### Placed cells, one colour a class, run 1

Fill, decap, tap and diode cells in grey.
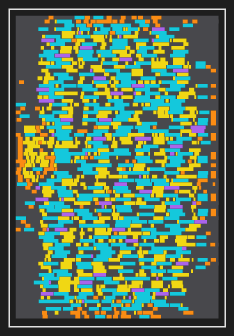
### Sizing map, run 1

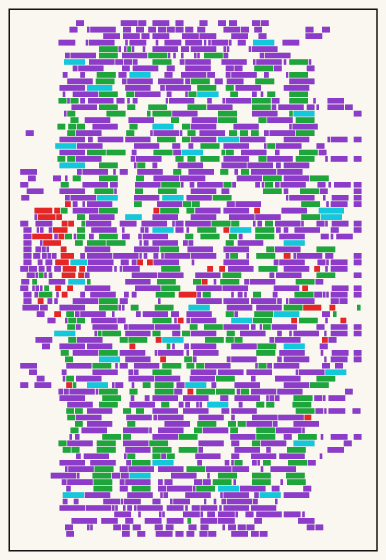
### Cell placement, run 1

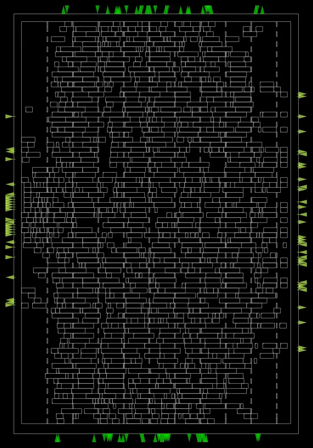
### Nets reached from selected ports, run 1

The bar under the picture is 50 microns long.
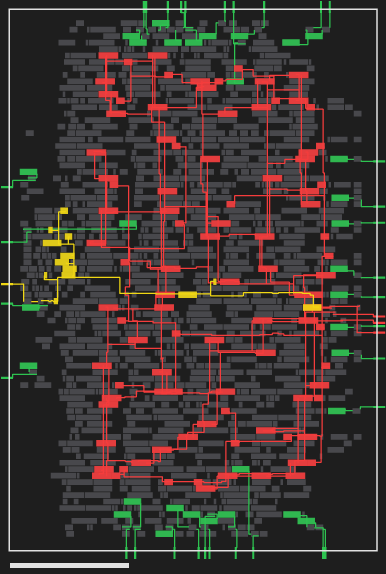
**config.mk**
```make
export PLATFORM = sky130hd
export DESIGN_NAME = register_file_8x32
export DESIGN_NICKNAME = d
export VERILOG_FILES = /design/src/rtl/register_file_8x32.sv
export SDC_FILE = /design/constraint.sdc
export NUM_CORES = 1
export LEC_CHECK = 0
export CAP_MARGIN = 20
export CORE_ASPECT_RATIO = 1.5
export CORE_MARGIN = 4
export CORE_UTILIZATION = 48
export CTS_CLUSTER_SIZE = 40
export DETAILED_ROUTE_END_ITERATION = 10
export PLACE_DENSITY = 0.7
export SLEW_MARGIN = 20
export SYNTH_ARGS = -nofsm -noshare
export SYNTH_HDL_FRONTEND = slang
export SYNTH_SLANG_ARGS = --single-unit
```
**constraint.sdc**
```tcl
create_clock -name clk -period 4.9 [get_ports clk]
set_input_delay 1.225 -clock clk [delete_from_list [all_inputs] [get_ports clk]]
set_output_delay 1.225 -clock clk [all_outputs]
set_load 0.005 [all_outputs]
```
**src/rtl/register_file_8x32.sv**
```systemverilog
// 8 x WIDTH register file: one-hot write port, two registered read ports.
// Optional macro REGFILE_BYPASS_EN forwards same-cycle write data to reads.
module register_file_8x32 #(
  parameter int WIDTH = 32
) (
  input  logic             clk,
  input  logic             rst_n,
  input  logic             we,
  input  logic [7:0]       wsel,
  input  logic [WIDTH-1:0] wdata,
  input  logic [2:0]       ra,
  input  logic [2:0]       rb,
  output logic [WIDTH-1:0] qa,
  output logic [WIDTH-1:0] qb,
  output logic             wack,
  output logic             sel_err
);

  logic [WIDTH-1:0] rf_q [8];
  logic [WIDTH-1:0] qa_q, qa_d;
  logic [WIDTH-1:0] qb_q, qb_d;
  logic             wack_q, wack_d;
  logic             sel_err_q, sel_err_d;

  logic             sel_onehot;
  logic             wr_legal;
  logic             wr_bad;
  logic [2:0]       wr_idx;

  assign sel_onehot = (wsel != 8'h00) &&
                      ((wsel & (wsel - 8'd1)) == 8'h00);
  assign wr_legal   = we & sel_onehot;
  assign wr_bad     = we & ~sel_onehot;

  // Encode the one-hot select into a register index.
  always_comb begin
    wr_idx = '0;
    for (int k = 0; k < 8; k++) begin
      if (wsel[k]) wr_idx = 3'(k);
    end
  end

  // Next read data; r0 always reads as zero, bypass never touches it.
  always_comb begin
    qa_d = (ra == 3'd0) ? '0 : rf_q[ra];
    qb_d = (rb == 3'd0) ? '0 : rf_q[rb];
`ifdef REGFILE_BYPASS_EN
    if (wr_legal && wr_idx != 3'd0 && wr_idx == ra) qa_d = wdata;
    if (wr_legal && wr_idx != 3'd0 && wr_idx == rb) qb_d = wdata;
`endif
  end

  // Write acknowledge and sticky illegal-select flag.
  always_comb begin
    wack_d    = wr_legal;
    sel_err_d = sel_err_q | wr_bad;
  end

  // Register array; r0 is never loaded so it stays at its reset zero.
  always_ff @(posedge clk) begin
    if (!rst_n) begin
      for (int k = 0; k < 8; k++) rf_q[k] <= '0;
    end else if (wr_legal && wr_idx != 3'd0) begin
      rf_q[wr_idx] <= wdata;
    end
  end

  // Output registers with synchronous reset taking priority.
  always_ff @(posedge clk) begin
    if (!rst_n) begin
      qa_q      <= '0;
      qb_q      <= '0;
      wack_q    <= 1'b0;
      sel_err_q <= 1'b0;
    end else begin
      qa_q      <= qa_d;
      qb_q      <= qb_d;
      wack_q    <= wack_d;
      sel_err_q <= sel_err_d;
    end
  end

  assign qa      = qa_q;
  assign qb      = qb_q;
  assign wack    = wack_q;
  assign sel_err = sel_err_q;

endmodule

```
==> qor.csv, run 1 <==
stage;metric;value;unit
timing;post-route-period-util;0.734;
detailed_routing;drc;0;
global_routing;first_global_vias;9360;
final_layout;clockNetworkAreaShare;0.0557;
clock_network;clk_latency;0.56;ns
final_layout;num-nonclk-buffers;146;
detailed_routing;drt_first_pass_iters;5;
logic_synthesis;ys_types;33;
setup_path;cp.required;5.15;ns
detailed_routing;wl_met3;2210;microns
place;dpl.hpwl;21500;microns
logic_synthesis;ys.flop_type;edfxtp_1;
detailed_routing;dr_wl_met2;20300;microns
timing;setup_slack;1.31;ns
timing;tightest_slew;1.00;ns
detailed_routing;via_per_inst;5.74;
final_layout;drive_gt1_frac;0.305;
clock_network;cts_buffers;31;
logic_synthesis;syn_area_per_cell;16.0;sq um
detailed_routing;ant_nets;0;
timing;setup_violations;0;
job;tool_warnings;27;
global_routing;grt_busiest_layer;met2;
clock_network;hold_buffers;0;
logic_synthesis;top_cells_by_area;edfxtp_1, mux4_2, dfxtp_1, nor3_2, mux2i_1;
setup_path;regToRegSetupSlack;3.52;ns
logic_synthesis;synth-area-yosys;15400;sq um
job;max_cap_viol_count;0;
clock_network;clk_pin_slew;0.06;ns
timing;finalHoldViolCount;0;
logic_synthesis;postSynthSeqShare;0.586;
power;p_per_area;346;nW/um^2
final_layout;seq_area;9010;sq um
clock_network;cts_resized;0;
place;dp.cells;1469;
setup_path;path_max_fanout;15;
logic_synthesis;top_area_cell;edfxtp_1;
final_layout;clkbuf_count;33;
floorplanning;die_area;35000;sq um
global_routing;use_met3;0.0321;
final_layout;layout_top_cells;edfxtp_1, mux4_2, nor3_2;
final_layout;inverters;37;
clock_network;cts_tree;done;
logic_synthesis;common_cells;edfxtp_1, mux4_2, nor3_2;
setup_path;r2r_cells;3;
detailed_routing;first_iter_violations;647;
logic_synthesis;synthArstFlopShare;0;
timing;final_max_slew_viol_count;0;
place;post-place-ws;0.755;ns
timing;rsz0062_at_grt;false;
worst_hold_path;whs_endpoint;sel_err;
timing;fmax;278;MHz
place;gp_congestion;0.804;
place;dpl_cell_area;17100;sq um
timing;whs;0.586;ns
clock_network;cts_root_buffer;clkbuf_16;
outcome;status;completed;
power;finalPower;6.29;mW
clock_network;clockBufferDepth;3;
global_routing;use_met2;0.393;
timing;clock_skew;0.0104;ns
setup_path;cp-start-kind;input port;
global_routing;track_usage;0.210;
final_layout;multiInputCombCellCount;554;
timing;relSlewSlack;0.333;
clock_network;cts_max_level;1;
setup_path;cp.arrival;3.85;ns
logic_synthesis;top_cell;edfxtp_1;
detailed_routing;routed_wl;36700;microns
floorplanning;floorplan.core_util;0.485;
logic_synthesis;ys_cells;961;
power;p_leak;6.18;nW
global_routing;gr-usage-met1;0.251;
final_layout;nNetsFinal;1141;
final_layout;comb_share;0.335;
floorplanning;io_pins;115;
setup_path;crit_path_end_kind;flop;
timing;fin_setup_tns;0;ns
final_layout;largest_cell_class;sequential cells;
final_layout;area_growth;18.0;%
setup_path;endpoint;rf_q[3][7];
## Picture notes: 'Placed cells, one colour a class'
Key: purple = clock drivers and dummy loads [cells 57]; orange = other buffers and delay cells [cells 146]; yellow = all other logic [cells 591]; cyan = flip-flops [cells 322]
# rows: 80
post-layout util: 0.572
Final Cell Area: 18100 sq um
Core ar.: 31700 sq um
Seq area share: 0.497

## Picture notes: 'Sizing map'
Key: red = drive 3 to 4 [cells 47, share 4.2%]; cyan = drive 6 and up [cells 38, share 3.4%]; purple = drive 1 or less [cells 776, share 70%]; green = drive 2 [cells 255, share 23%]

## Picture notes: 'Cell placement'
Filler cells: 2473
registers: 322
filler-free cell count of the finished design: 1526
tap cells: 410

## Picture notes: 'Nets reached from selected ports'
Key: yellow = rst_n [direction input, end cells 13, buffers 2, wire 224 microns]; red = rb [direction input, end cells 97, buffers 6, wire 2790 microns]; green = qa [direction output, end cells 32, buffers 32, wire 566 microns]

[run 1: power by group]
part	switching, mW	internal, mW
logic	0.345	0.355
clock network	1.03	1.37
registers	0.0708	3.12
[run 1: critical path, stage by stage]
cell and delay, ns:
clkdlybuf4s50_1 0.60, nor4_1 0.56, nor3_1 0.23, nor4b_4 0.30, nand2b_2 0.58, buf_4 0.34
[run 1: registers in the layout (all words and copies together), names as in the netlist]
register,cells
rf_q,256
qa,32
qb,32
sel_err,1
wack,1
[run 1: cell families (layout without fill, tap and decap cells)]
logic type | after synthesis | count (layout) | synth area share
buffers and inverters | 116 | 240 | 0.0358
other | 1 | 32 | 0.000244
multiplexers | 192 | 192 | 0.229
flip-flops | 322 | 322 | 0.586
AND-OR/OR-AND | 17 | 17 | 0.00716
AND/OR/NAND/NOR | 313 | 313 | 0.142
## Run 2: what changed since run 1
- PLACE_DENSITY: 0.7 -> 0.67
- clock period: 4.9 -> 3.68 ns (I/O delays scaled with it)
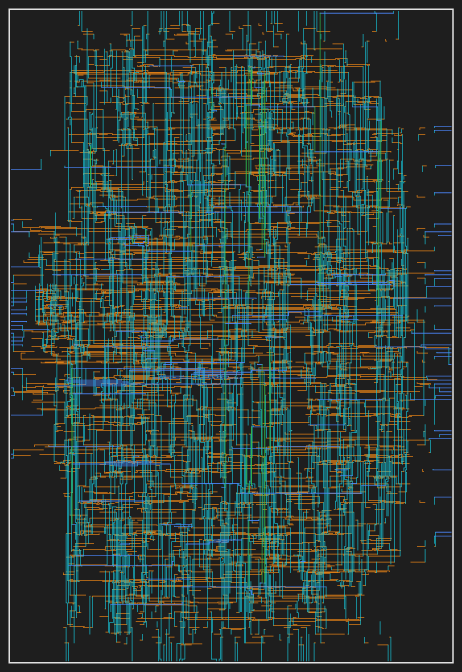
*Signal wires by layer, run 2*
Key: green = met4 [wire length 948 microns]; blue = met3 [wire length 2030 microns]; cyan = met2 [wire length 20000 microns]; orange = met1 [wire length 14400 microns]

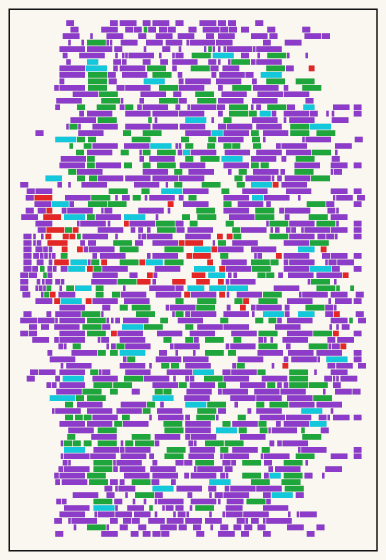
*Sizing map, run 2*
Key: purple = drive 1 or less [cells 778, share 69%]; green = drive 2 [cells 253, share 22%]; cyan = drive 6 and up [cells 53, share 4.7%]; red = drive 3 to 4 [cells 49, share 4.3%]

==> run 2 against run 1 <==
Critical path depth unchanged. Sequential power increased by 33%. Worst hold slack got worse by 0.062 ns. Global-route usage increased by 0.45 points. Area after synthesis unchanged. Total power increased by 33%. Die area unchanged.
==> qor.csv, run 2 <==
stage;metric;value;unit
logic_synthesis;ys_sh_simple;0.142;
clock_network;clk_pin_slew;0.06;ns
logic_synthesis;synth_flops;322;
logic_synthesis;mux_area_frac;0.229;
timing;setup_slack;0.737;ns
logic_synthesis;ys_cells;961;
timing;post-route-period-util;0.800;
clock_network;cts_max_level;1;
power;p_leak;6.30;nW
place;dpl_cell_area;17400;sq um
detailed_routing;drc;0;
timing;final_max_slew_viol_count;0;
clock_network;clockBufferDepth;3;
logic_synthesis;fa_ha_area_frac;0;
final_layout;num-nonclk-buffers;162;
final_layout;nNetsFinal;1157;
final_layout;fillers;2438;
setup_path;cp.arrival;3.21;ns
floorplanning;io_pins;115;
logic_synthesis;xor_area_frac;0;
timing;whs;0.524;ns
floorplanning;floorplan.core_util;0.485;
setup_path;path_max_fanout;13;
place;post-place-ws;0.181;ns
final_layout;seq_area;9010;sq um
global_routing;grt_busiest_layer;met2;
logic_synthesis;common_cells;edfxtp_1, mux4_2, nor3_2;
floorplanning;num_tap_cells;410;
logic_synthesis;top_cells_by_area;edfxtp_1, mux4_2, dfxtp_1, nor3_2, mux2i_1;
timing;clock_skew;0.0107;ns
clock_network;clk_latency;0.58;ns
final_layout;largest_cell_class;sequential cells;
final_layout;inverters;37;
final_layout;finalNonFillerCells;1543;
job;tool_warnings;27;
setup_path;cp.required;3.95;ns
logic_synthesis;yosys.area_share.aoi;0.00716;
final_layout;multiInputCombCellCount;554;
timing;relSlewSlack;0.346;
floorplanning;core_area;31700;sq um
place;dp.cells;1485;
detailed_routing;drt_first_pass_iters;4;
final_layout;regMostFlops;rf_q;
global_routing;first_global_vias;9610;
final_layout;clkbuf_count;46;
timing;rsz0062_at_grt;false;
logic_synthesis;ys_types;33;
logic_synthesis;syn_area_per_cell;16.0;sq um
logic_synthesis;top_area_cell;edfxtp_1;
final_layout;area_growth;19.5;%
timing;setup_violations;0;
global_routing;use_met2;0.391;
final_layout;largest_reg_flops;256;
job;max_cap_viol_count;0;
setup_path;crit_path_end_kind;flop;
timing;tightest_slew;0.981;ns
place;dpl.hpwl;24100;microns
final_layout;layout_top_cells;edfxtp_1, mux4_2, nor3_2;
final_layout;seq_cell_count;322;
detailed_routing;first_iter_violations;727;
logic_synthesis;synth.logic.top_family;multiplexers;
timing;fin_setup_tns;0;ns
global_routing;track_usage;0.214;
logic_synthesis;top_cell;edfxtp_1;
timing;finalHoldViolCount;0;
logic_synthesis;postSynthSeqShare;0.586;
final_layout;final_core_util;0.579;
clock_network;hold_buffers;0;
floorplanning;die_area;35000;sq um
outcome;status;completed;
detailed_routing;wl_met3;2030;microns
clock_network;cts_buffers;31;
detailed_routing;ant_nets;0;
floorplanning;fp-row-count;80;
final_layout;seq-cell-share;0.490;
setup_path;cp-start-kind;input port;
power;finalPower;8.38;mW
timing;fmax;340;MHz
final_layout;clockNetworkAreaShare;0.0547;
setup_path;regToRegSetupSlack;2.33;ns
clock_network;cts_post_setup_buffers_inserted;0;
logic_synthesis;synth-area-yosys;15400;sq um
power;p_per_area;456;nW/um^2
==> run 2: cell counts after synthesis <==
Identical to the previous run, type by type.
==> run 2: power breakdown <==
group          internal, mW  switching (mW)
Combinational         0.498           0.466
Clock                  1.81            1.36
Sequential             4.15          0.0994
==> run 2: path summary, 6_finish.rpt <==
kind | cells past startpoint | end | startpoint
setup / recovery | 6 | rf_q[5][15] | wsel[2]
hold / removal | 2 | sel_err | sel_err
hold reg to reg | 2 | sel_err | sel_err
setup reg to reg | 3 | qb[0] | rf_q[7][0]
==> run 2: critical path, cell delays in order <==
cell	delay (ns)
clkdlybuf4s50_1	0.47
or3_1	0.42
or3_1	0.37
a211o_1	0.49
o21ai_4	0.25
buf_4	0.27
No activity file was given, so power comes from the tool's default toggle rates.
